run_1/final_placement.png
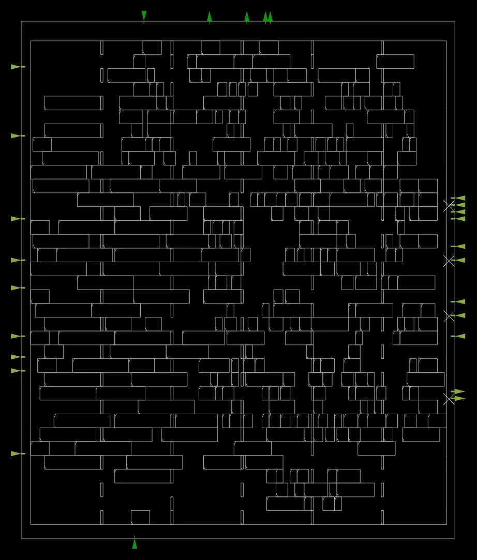
run_1/cell_classes.png
Fill, decap, tap and diode cells in gray.
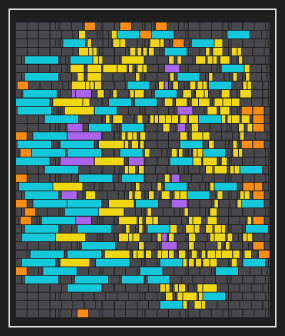
run_1/port_nets.png
Scale bar: 20 µm.
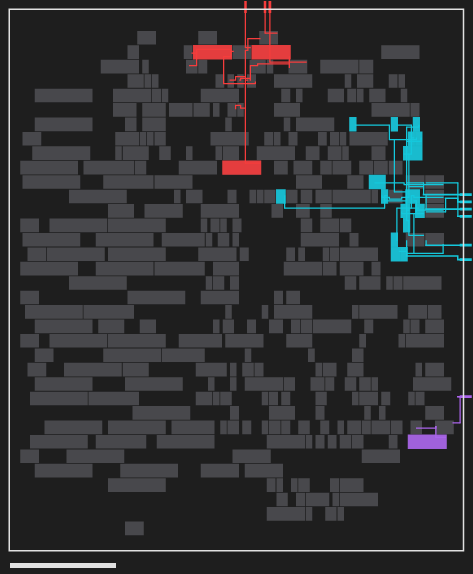
### src/rtl/uart_tx_cfg.sv
// UART transmitter with a small write-side FIFO, runtime bit-period prescaler,
// optional odd/even parity and selectable 1 or 2 stop bits.
module uart_tx_cfg #(
  parameter int DATA_WIDTH  = 8,
  parameter int FIFO_DEPTH  = 4,
  parameter int PRESC_WIDTH = 6
) (
  input  logic                          CLK,
  input  logic                          RST,
  input  logic [DATA_WIDTH-1:0]         P_DATA,
  input  logic                          DATA_VALID,
  output logic                          DATA_READY,
  input  logic                          PAR_EN,
  input  logic                          PAR_TYP,
  input  logic                          STOP2,
  input  logic [PRESC_WIDTH-1:0]        PRESCALE,
  output logic                          TX_OUT,
  output logic                          Busy,
  output logic [$clog2(FIFO_DEPTH):0]   FIFO_CNT
);

  localparam int AW = $clog2(FIFO_DEPTH);
  localparam int CW = AW + 1;
  localparam int IW = (DATA_WIDTH > 1) ? $clog2(DATA_WIDTH) : 1;

  typedef enum logic [2:0] {
    S_IDLE, S_START, S_DATA, S_PARITY, S_STOP1, S_STOP2
  } state_t;

  logic [DATA_WIDTH-1:0]  r_mem [FIFO_DEPTH];
  logic [AW-1:0]          r_wr_ptr, r_rd_ptr;
  logic [CW-1:0]          r_cnt;

  state_t                 r_state, w_state_nxt;
  logic [PRESC_WIDTH-1:0] r_bit_cnt, w_bit_cnt_nxt;
  logic [PRESC_WIDTH-1:0] r_presc, w_presc_nxt;
  logic [IW-1:0]          r_bit_idx, w_bit_idx_nxt;
  logic [DATA_WIDTH-1:0]  r_shift, w_shift_nxt;
  logic                   r_par_bit, w_par_bit_nxt;
  logic                   r_par_en, w_par_en_nxt;
  logic                   r_stop2, w_stop2_nxt;
  logic                   r_tx, w_tx_nxt;

  logic                   w_push, w_pop, w_load, w_tick, w_not_empty;
  logic [PRESC_WIDTH-1:0] w_presc_eff;
  logic [DATA_WIDTH-1:0]  w_head;

  assign DATA_READY  = (r_cnt != CW'(FIFO_DEPTH));
  assign w_not_empty = (r_cnt != '0);
  assign w_push      = DATA_VALID && DATA_READY;
  assign w_head      = r_mem[r_rd_ptr];
  assign w_presc_eff = (PRESCALE == '0) ? PRESC_WIDTH'(1) : PRESCALE;
  assign w_tick      = (r_bit_cnt == '0);
  assign w_pop       = w_load;

  assign TX_OUT   = r_tx;
  assign Busy     = (r_state != S_IDLE);
  assign FIFO_CNT = r_cnt;

  always_ff @(posedge CLK) begin
    if (w_push) r_mem[r_wr_ptr] <= P_DATA;
  end

  always_ff @(posedge CLK) begin
    if (RST) begin
      r_wr_ptr <= '0;
      r_rd_ptr <= '0;
      r_cnt    <= '0;
    end else begin
      if (w_push) r_wr_ptr <= r_wr_ptr + 1'b1;
      if (w_pop)  r_rd_ptr <= r_rd_ptr + 1'b1;
      case ({w_push, w_pop})
        2'b10:   r_cnt <= r_cnt + 1'b1;
        2'b01:   r_cnt <= r_cnt - 1'b1;
        default: r_cnt <= r_cnt;
      endcase
    end
  end

  always_ff @(posedge CLK) begin
    if (RST) begin
      r_state   <= S_IDLE;
      r_bit_cnt <= '0;
      r_presc   <= PRESC_WIDTH'(1);
      r_bit_idx <= '0;
      r_shift   <= '0;
      r_par_bit <= 1'b0;
      r_par_en  <= 1'b0;
      r_stop2   <= 1'b0;
      r_tx      <= 1'b1;
    end else begin
      r_state   <= w_state_nxt;
      r_bit_cnt <= w_bit_cnt_nxt;
      r_presc   <= w_presc_nxt;
      r_bit_idx <= w_bit_idx_nxt;
      r_shift   <= w_shift_nxt;
      r_par_bit <= w_par_bit_nxt;
      r_par_en  <= w_par_en_nxt;
      r_stop2   <= w_stop2_nxt;
      r_tx      <= w_tx_nxt;
    end
  end

  // TX_OUT is computed here for the bit that starts at the coming edge.
  always_comb begin
    w_state_nxt   = r_state;
    w_bit_cnt_nxt = w_tick ? (r_presc - 1'b1) : (r_bit_cnt - 1'b1);
    w_presc_nxt   = r_presc;
    w_bit_idx_nxt = r_bit_idx;
    w_shift_nxt   = r_shift;
    w_par_bit_nxt = r_par_bit;
    w_par_en_nxt  = r_par_en;
    w_stop2_nxt   = r_stop2;
    w_tx_nxt      = r_tx;
    w_load        = 1'b0;

    case (r_state)
      S_IDLE: begin
        w_tx_nxt = 1'b1;
        w_load   = w_not_empty;
      end
      S_START: begin
        if (w_tick) begin
          w_state_nxt   = S_DATA;
          w_bit_idx_nxt = '0;
          w_tx_nxt      = r_shift[0];
        end
      end
      S_DATA: begin
        if (w_tick) begin
          if (r_bit_idx == IW'(DATA_WIDTH - 1)) begin
            w_state_nxt = r_par_en ? S_PARITY : S_STOP1;
            w_tx_nxt    = r_par_en ? r_par_bit : 1'b1;
          end else begin
            w_shift_nxt   = r_shift >> 1;
            w_tx_nxt      = r_shift[1];
            w_bit_idx_nxt = r_bit_idx + 1'b1;
          end
        end
      end
      S_PARITY: begin
        if (w_tick) begin
          w_state_nxt = S_STOP1;
          w_tx_nxt    = 1'b1;
        end
      end
      S_STOP1: begin
        if (w_tick) begin
          w_state_nxt = r_stop2 ? S_STOP2 : S_IDLE;
          w_tx_nxt    = 1'b1;
          w_load      = !r_stop2 && w_not_empty;
        end
      end
      S_STOP2: begin
        if (w_tick) begin
          w_state_nxt = S_IDLE;
          w_tx_nxt    = 1'b1;
          w_load      = w_not_empty;
        end
      end
      default: begin
        w_state_nxt = S_IDLE;
        w_tx_nxt    = 1'b1;
      end
    endcase

    // Pop the head word and capture its frame settings, back-to-back or from idle.
    if (w_load) begin
      w_state_nxt   = S_START;
      w_tx_nxt      = 1'b0;
      w_shift_nxt   = w_head;
      w_par_bit_nxt = (^w_head) ^ PAR_TYP;
      w_par_en_nxt  = PAR_EN;
      w_stop2_nxt   = STOP2;
      w_presc_nxt   = w_presc_eff;
      w_bit_cnt_nxt = w_presc_eff - 1'b1;
    end
  end

endmodule

### config.mk
export PLATFORM = sky130hd
export DESIGN_NAME = uart_tx_cfg
export DESIGN_NICKNAME = d
export VERILOG_FILES = /design/src/rtl/uart_tx_cfg.sv
export SDC_FILE = /design/constraint.sdc
export NUM_CORES = 1
export LEC_CHECK = 0
export CORE_ASPECT_RATIO = 1.2
export CORE_MARGIN = 1.5
export CORE_UTILIZATION = 40
export DETAILED_ROUTE_END_ITERATION = 12
export PLACE_DENSITY_LB_ADDON = 0.1
export SLEW_MARGIN = 15
export SYNTH_ARGS = -nofsm -noshare
export SYNTH_HDL_FRONTEND = slang
export SYNTH_SLANG_ARGS = --single-unit
### constraint.sdc
create_clock -name CLK -period 5.9 [get_ports CLK]
set_input_delay 1.18 -clock CLK [delete_from_list [all_inputs] [get_ports CLK]]
set_output_delay 1.18 -clock CLK [all_outputs]
set_load 0.02 [all_outputs]
==> summary.rpt, run 1 <==
=== SYNTHESIS / PLACE & ROUTE SUMMARY ===
----------------------------------------------------
[Clock network]
  TritonCTS clock tree ........................ built
  Cts bufs inserted ........................ 9
  Maximum level of the CTS H-tree ........................ 3
  Buffer type at the clock tree root ........................ clkbuf_8
  CTS Sinks ........................ 71

[Yosys]
  Gate Count Post-Synth ........................ around 300
  AND-OR/OR-AND Cells, Area Fraction ........................ 0.103
  Cell Type Count ........................ 49
  Chip Area, Yosys ........................ between 3000 and 4000 µm²
  Synthesized cell area ........................ 3250 µm²
  Synthesized-area fraction occupied by and/or/nand/nor cells ........................ 0.170
  Post-synthesis cell type with the largest instance count ........................ nand2_1
  Flops after synth ........................ ~71
  Register share after synthesis ........................ 0.535
  Floorplan net count ........................ 330

[Critical path]
  Setup slack on the worst flop-to-flop path ........................ about 2500 ps
  Instance count on the critical path ........................ 10
  Library cell contributing the largest single delay on the critical path ........................ inv_2
  List of cells traversed by the critical path ........................ nor3_2 -> a41o_1 -> nand2_1 -> inv_2 -> ha_1 -> inv_1 -> fa_1 -> xor2_1 -> or3_1 -> a21oi_1
  Kind of cell adding the most delay to the critical path ........................ simple AND/OR/NAND/NOR gates
  R2R Path End ........................ FIFO_CNT[2]$_SDFFE_PP0P_
  CP required ........................ 6170 ps
  Nature of the critical path endpoint ........................ flip-flop
  Worst reg-to-reg path cell count ........................ 10

[Power and ir drop]
  Combinational fraction of design power ........................ 0.362
  Power of the combinational group ........................ 645 µW
  Net switching power of the design ........................ 624 µW
  Pwr top ........................ registers
  Total Power Consumption ........................ 1.78 mW

[STA]
  Final worst-path setup slack ........................ 2500 ps
  Final-report max-slew violation count ........................ 0
  Shortest clock period the worst path allows after layout ........................ approximately 3400 ps
  Slew at the pin closest to its max-slew limit ........................ a little over 800 ps
  Share of the clock period used by the worst path after layout ........................ 0.576

[Drt]
  Detail-routed via count per cell ........................ around 5.4
  Top routing layer used ........................ met4
  Residual DRC count ........................ 4
  Routed length on met1 ........................ 2990 µm

[Place]
  Placed Area ........................ ~3600 µm²
  Worst slack after detailed placement ........................ ~2400 ps

[GRT]
  Maximum number of pins on one net before global-route repair ........................ 38
  Busiest layer in global routing ........................ met2
  Overall Global Routing Usage ........................ 0.163
  Global-route wire length before repair ........................ 10900 µm
  Total congestion overflow after global routing ........................ 0

[Min path]
  Start point of the worst hold path ........................ r_bit_idx[1]$_SDFFE_PP0P_
  Worst min-delay path class ........................ flip-flop to flip-flop

[Cells and area]
  Sequential cell area ........................ about 1700 µm²
  Ratio of cells with drive above 1 in the final layout ........................ 0.0762
  Most common logic cell in the routed design ........................ nand2_1

[Flow run]
  Number of maximum-capacitance constraint violations ........................ 0

[Floorplan]
  Vert. Die Dim ........................ approximately 100 µm

[Run status]
  Status ........................ finished, violations left
  Violated checks ........................ design-rule violations

----------------------------------------------------
About final_placement.png:
register fraction of the total cell area: 0.462
Filler Cell Count: 742
non-filler instance count after layout: 420
Flops: 71

About cell_classes.png:
all other logic -> yellow  # cells 215, share of their area 39%
flip-flops -> cyan  # cells 71, share of their area 48%
clock drivers and dummy loads -> purple  # cells 16, share of their area 5.8%
other buffers and delay cells -> orange  # cells 26, share of their area 7.1%
Core ar.: 7790 µm²
final core utilization: 0.483

About port_nets.png:
PRESCALE -> cyan  # bits 6, direction input, edge right, end cells 16, wire 241 µm
TX_OUT -> purple  # bits 1, direction output, edge right, end cells 1, wire 15.4 µm
FIFO_CNT -> red  # bits 3, direction output, edge top, end cells 3, wire 109 µm
Top Ports: 26
Port-buffer cells: 25

==> run 1: flip-flops by register name (all words and copies together) (netlist names), named ones only <==
signal / cells
r_presc: 6
r_wr_ptr: 2
r_rd_ptr: 2
r_mem: 32
r_par_bit: 1
r_bit_cnt: 6
r_shift: 8
r_bit_idx: 3
r_par_en: 1
TX_OUT: 1
r_state: 3
FIFO_CNT: 3
r_stop2: 1
==> run 1: final cells by class <==
| type | instances | share of cell area |
|---|---|---|
| multi-input cells | 205 | 0.372 |
| inverters | 10 | 0.00997 |
| clock inverters | 7 | 0.0233 |
| clock buffers | 9 | 0.0329 |
| well taps | 92 | 0.0306 |
| flip-flops and latches | 71 | 0.462 |
| repair buffers | 26 | 0.0684 |
==> run 2, diff against run 1 <==
==> constraint.sdc (replaced) <==
create_clock -name CLK -period 3.15 [get_ports CLK]
set_input_delay 0.63 -clock CLK [delete_from_list [all_inputs] [get_ports CLK]]
set_output_delay 0.63 -clock CLK [all_outputs]
set_load 0.02 [all_outputs]
==> run 2 against run 1 <==
  * The flow still finishes with violations (design-rule violations)
  * Fmax is 31% higher
  * Largest cell class unchanged
  * Synthesized cell count stayed put
  * Largest power group unchanged
  * Clock skew up 2.4 ps
  * Register-to-register slack got worse by 1900 ps
  * Hold slack improved by 4.9 ps
  * First-iteration DRC count increased by 13%
  * Design area up 1.9%
  * Die size stayed put
==> summary.rpt, run 2 <==
=== SYNTHESIS / PLACE & ROUTE SUMMARY ===
----------------------------------------------------
[Cells and area]
  Comb area share ........................ 0.366 (-0.00680)
  Number of flip-flops under the largest register name ........................ 32 (unchanged)
  Register fraction of the total cell area ........................ 0.454 (-0.00845)
  Sequential cell area ........................ 1740 µm² (unchanged)
  Final core utilization ........................ 0.492 (+0.00899)
  Layout non-clock buf frac ........................ 0.0770 (+0.00853)
  Ratio of cells with drive above 1 in the final layout ........................ 0.0931 (+0.0169)
  Area-dominant class ........................ registers
  Largest register by flop count ........................ r_mem
  Flops ........................ 71 (unchanged)
  Multi-input combinational cell count ........................ 205 (unchanged)

[Yosys]
  Synthesized cell area ........................ 3250 µm² (unchanged)
  Register share after synthesis ........................ 0.535 (unchanged)
  Floorplan net count ........................ 330 (unchanged)
  Post-synthesis cell type with the largest instance count ........................ nand2_1
  Chip Area, Yosys ........................ 3250 µm² (unchanged)
  Synthesized-area fraction occupied by and/or/nand/nor cells ........................ 0.170 (unchanged)

[STA]
  Shortest clock period the worst path allows after layout ........................ 2580 ps (-813 ps)
  Final worst-path setup slack ........................ 566 ps (-1940 ps)
  Share of the clock period used by the worst path after layout ........................ 0.820 (+0.244)
  Final-report max-slew violation count ........................ 0 (unchanged)

[Power and ir drop]
  Combinational fraction of design power ........................ 0.360 (-0.002)
  Power of the combinational group ........................ 1.26 mW (+95%)

[Critical path]
  List of cells traversed by the critical path ........................ nor3_2 -> a41o_1 -> nand2_1 -> inv_2 -> buf_4 -> o21a_1 -> ha_1 -> nand2_1 -> a211oi_1 -> nor3_1 -> a211oi_1
  Library cell contributing the largest single delay on the critical path ........................ nor3_2
  Kind of cell adding the most delay to the critical path ........................ AND-OR/OR-AND gates
  Worst reg-to-reg path cell count ........................ 11 (+1)
  Nature of the critical path endpoint ........................ flip-flop
  CP required ........................ 3420 ps (-2750 ps)
  Instance count on the critical path ........................ 11 (+1)

[GRT]
  Global-route wire length before repair ........................ 11100 µm (+1.6%)
  Busiest layer in global routing ........................ met2
  Total congestion overflow after global routing ........................ 0 (unchanged)

[Clock network]
  Maximum level of the CTS H-tree ........................ 3 (unchanged)
  CTS Sinks ........................ 71 (unchanged)

[Min path]
  Start point of the worst hold path ........................ r_bit_idx[1]$_SDFFE_PP0P_

[Flow run]
  Number of maximum-capacitance constraint violations ........................ 0 (unchanged)

[Run status]
  Violated checks ........................ design-rule violations
  Status ........................ finished, violations left

[Floorplan]
  Number of well-tap cells placed ........................ 92 (unchanged)

[Drt]
  Top routing layer used ........................ met4
  Residual DRC count ........................ 4 (unchanged)

[Place]
  Worst slack after detailed placement ........................ 212 ps (-2210 ps)
  Placed Area ........................ 3590 µm² (+1.1%)

----------------------------------------------------
[run 2: path summary, 6_finish.rpt]
check	endpoint	slack, ps
setup / recovery	r_bit_cnt[4]$_SDFF_PP0_	570
hold / removal	r_bit_idx[1]$_SDFFE_PP0P_	470
setup reg to reg	r_bit_cnt[4]$_SDFF_PP0_	570
hold reg to reg	r_bit_idx[1]$_SDFFE_PP0P_	470
[run 2: per-stage QoR]
| step | power [mW] | std cells | hold slack (ps) |
|---|---|---|---|
| final | 3.49 | 425 | 467 |
| after global routing | 3.74 | 425 | 488 |
| after CTS | 3.52 | 425 | 471 |
| after detailed placement | 2.63 | 409 | 461 |
| after global placement | 2.63 | 409 | 443 |
| after floorplan | 2.30 | 301 | 436 |
run_2/cell_classes.png
Fill, decap, tap and diode cells in gray.
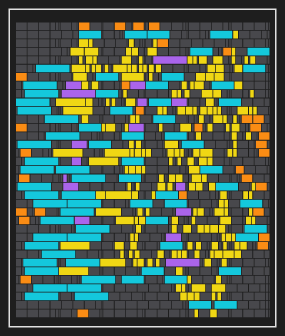
other buffers and delay cells -> orange  # cells 31, share of their area 7.9%
flip-flops -> cyan  # cells 71, share of their area 47%
clock drivers and dummy loads -> purple  # cells 16, share of their area 6.6%
all other logic -> yellow  # cells 215, share of their area 39%

run_2/metal_stack.png
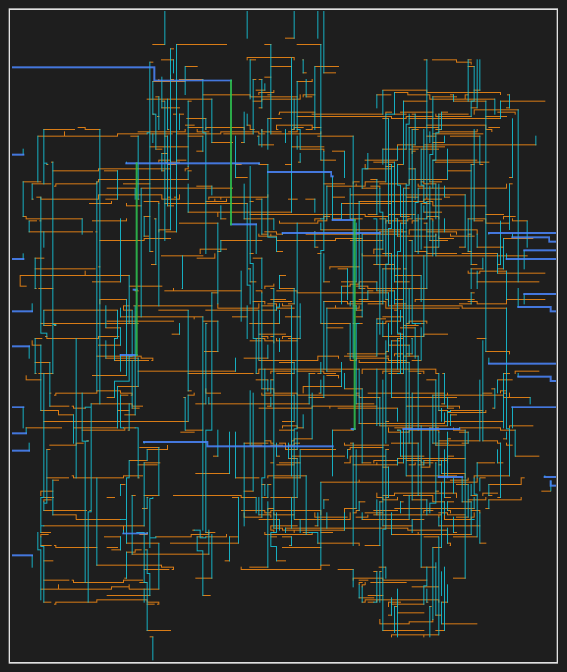
met2 -> cyan  # wire length 3190 µm
met1 -> orange  # wire length 2910 µm
met4 -> green  # wire length 85.0 µm
met3 -> blue  # wire length 225 µm
Overall Global Routing Usage: 0.166
DR WL/cell: 15.1 µm
wirelength, routed: 6410 µm

Power figures rest on the tool's default switching activity, not on a simulated workload.
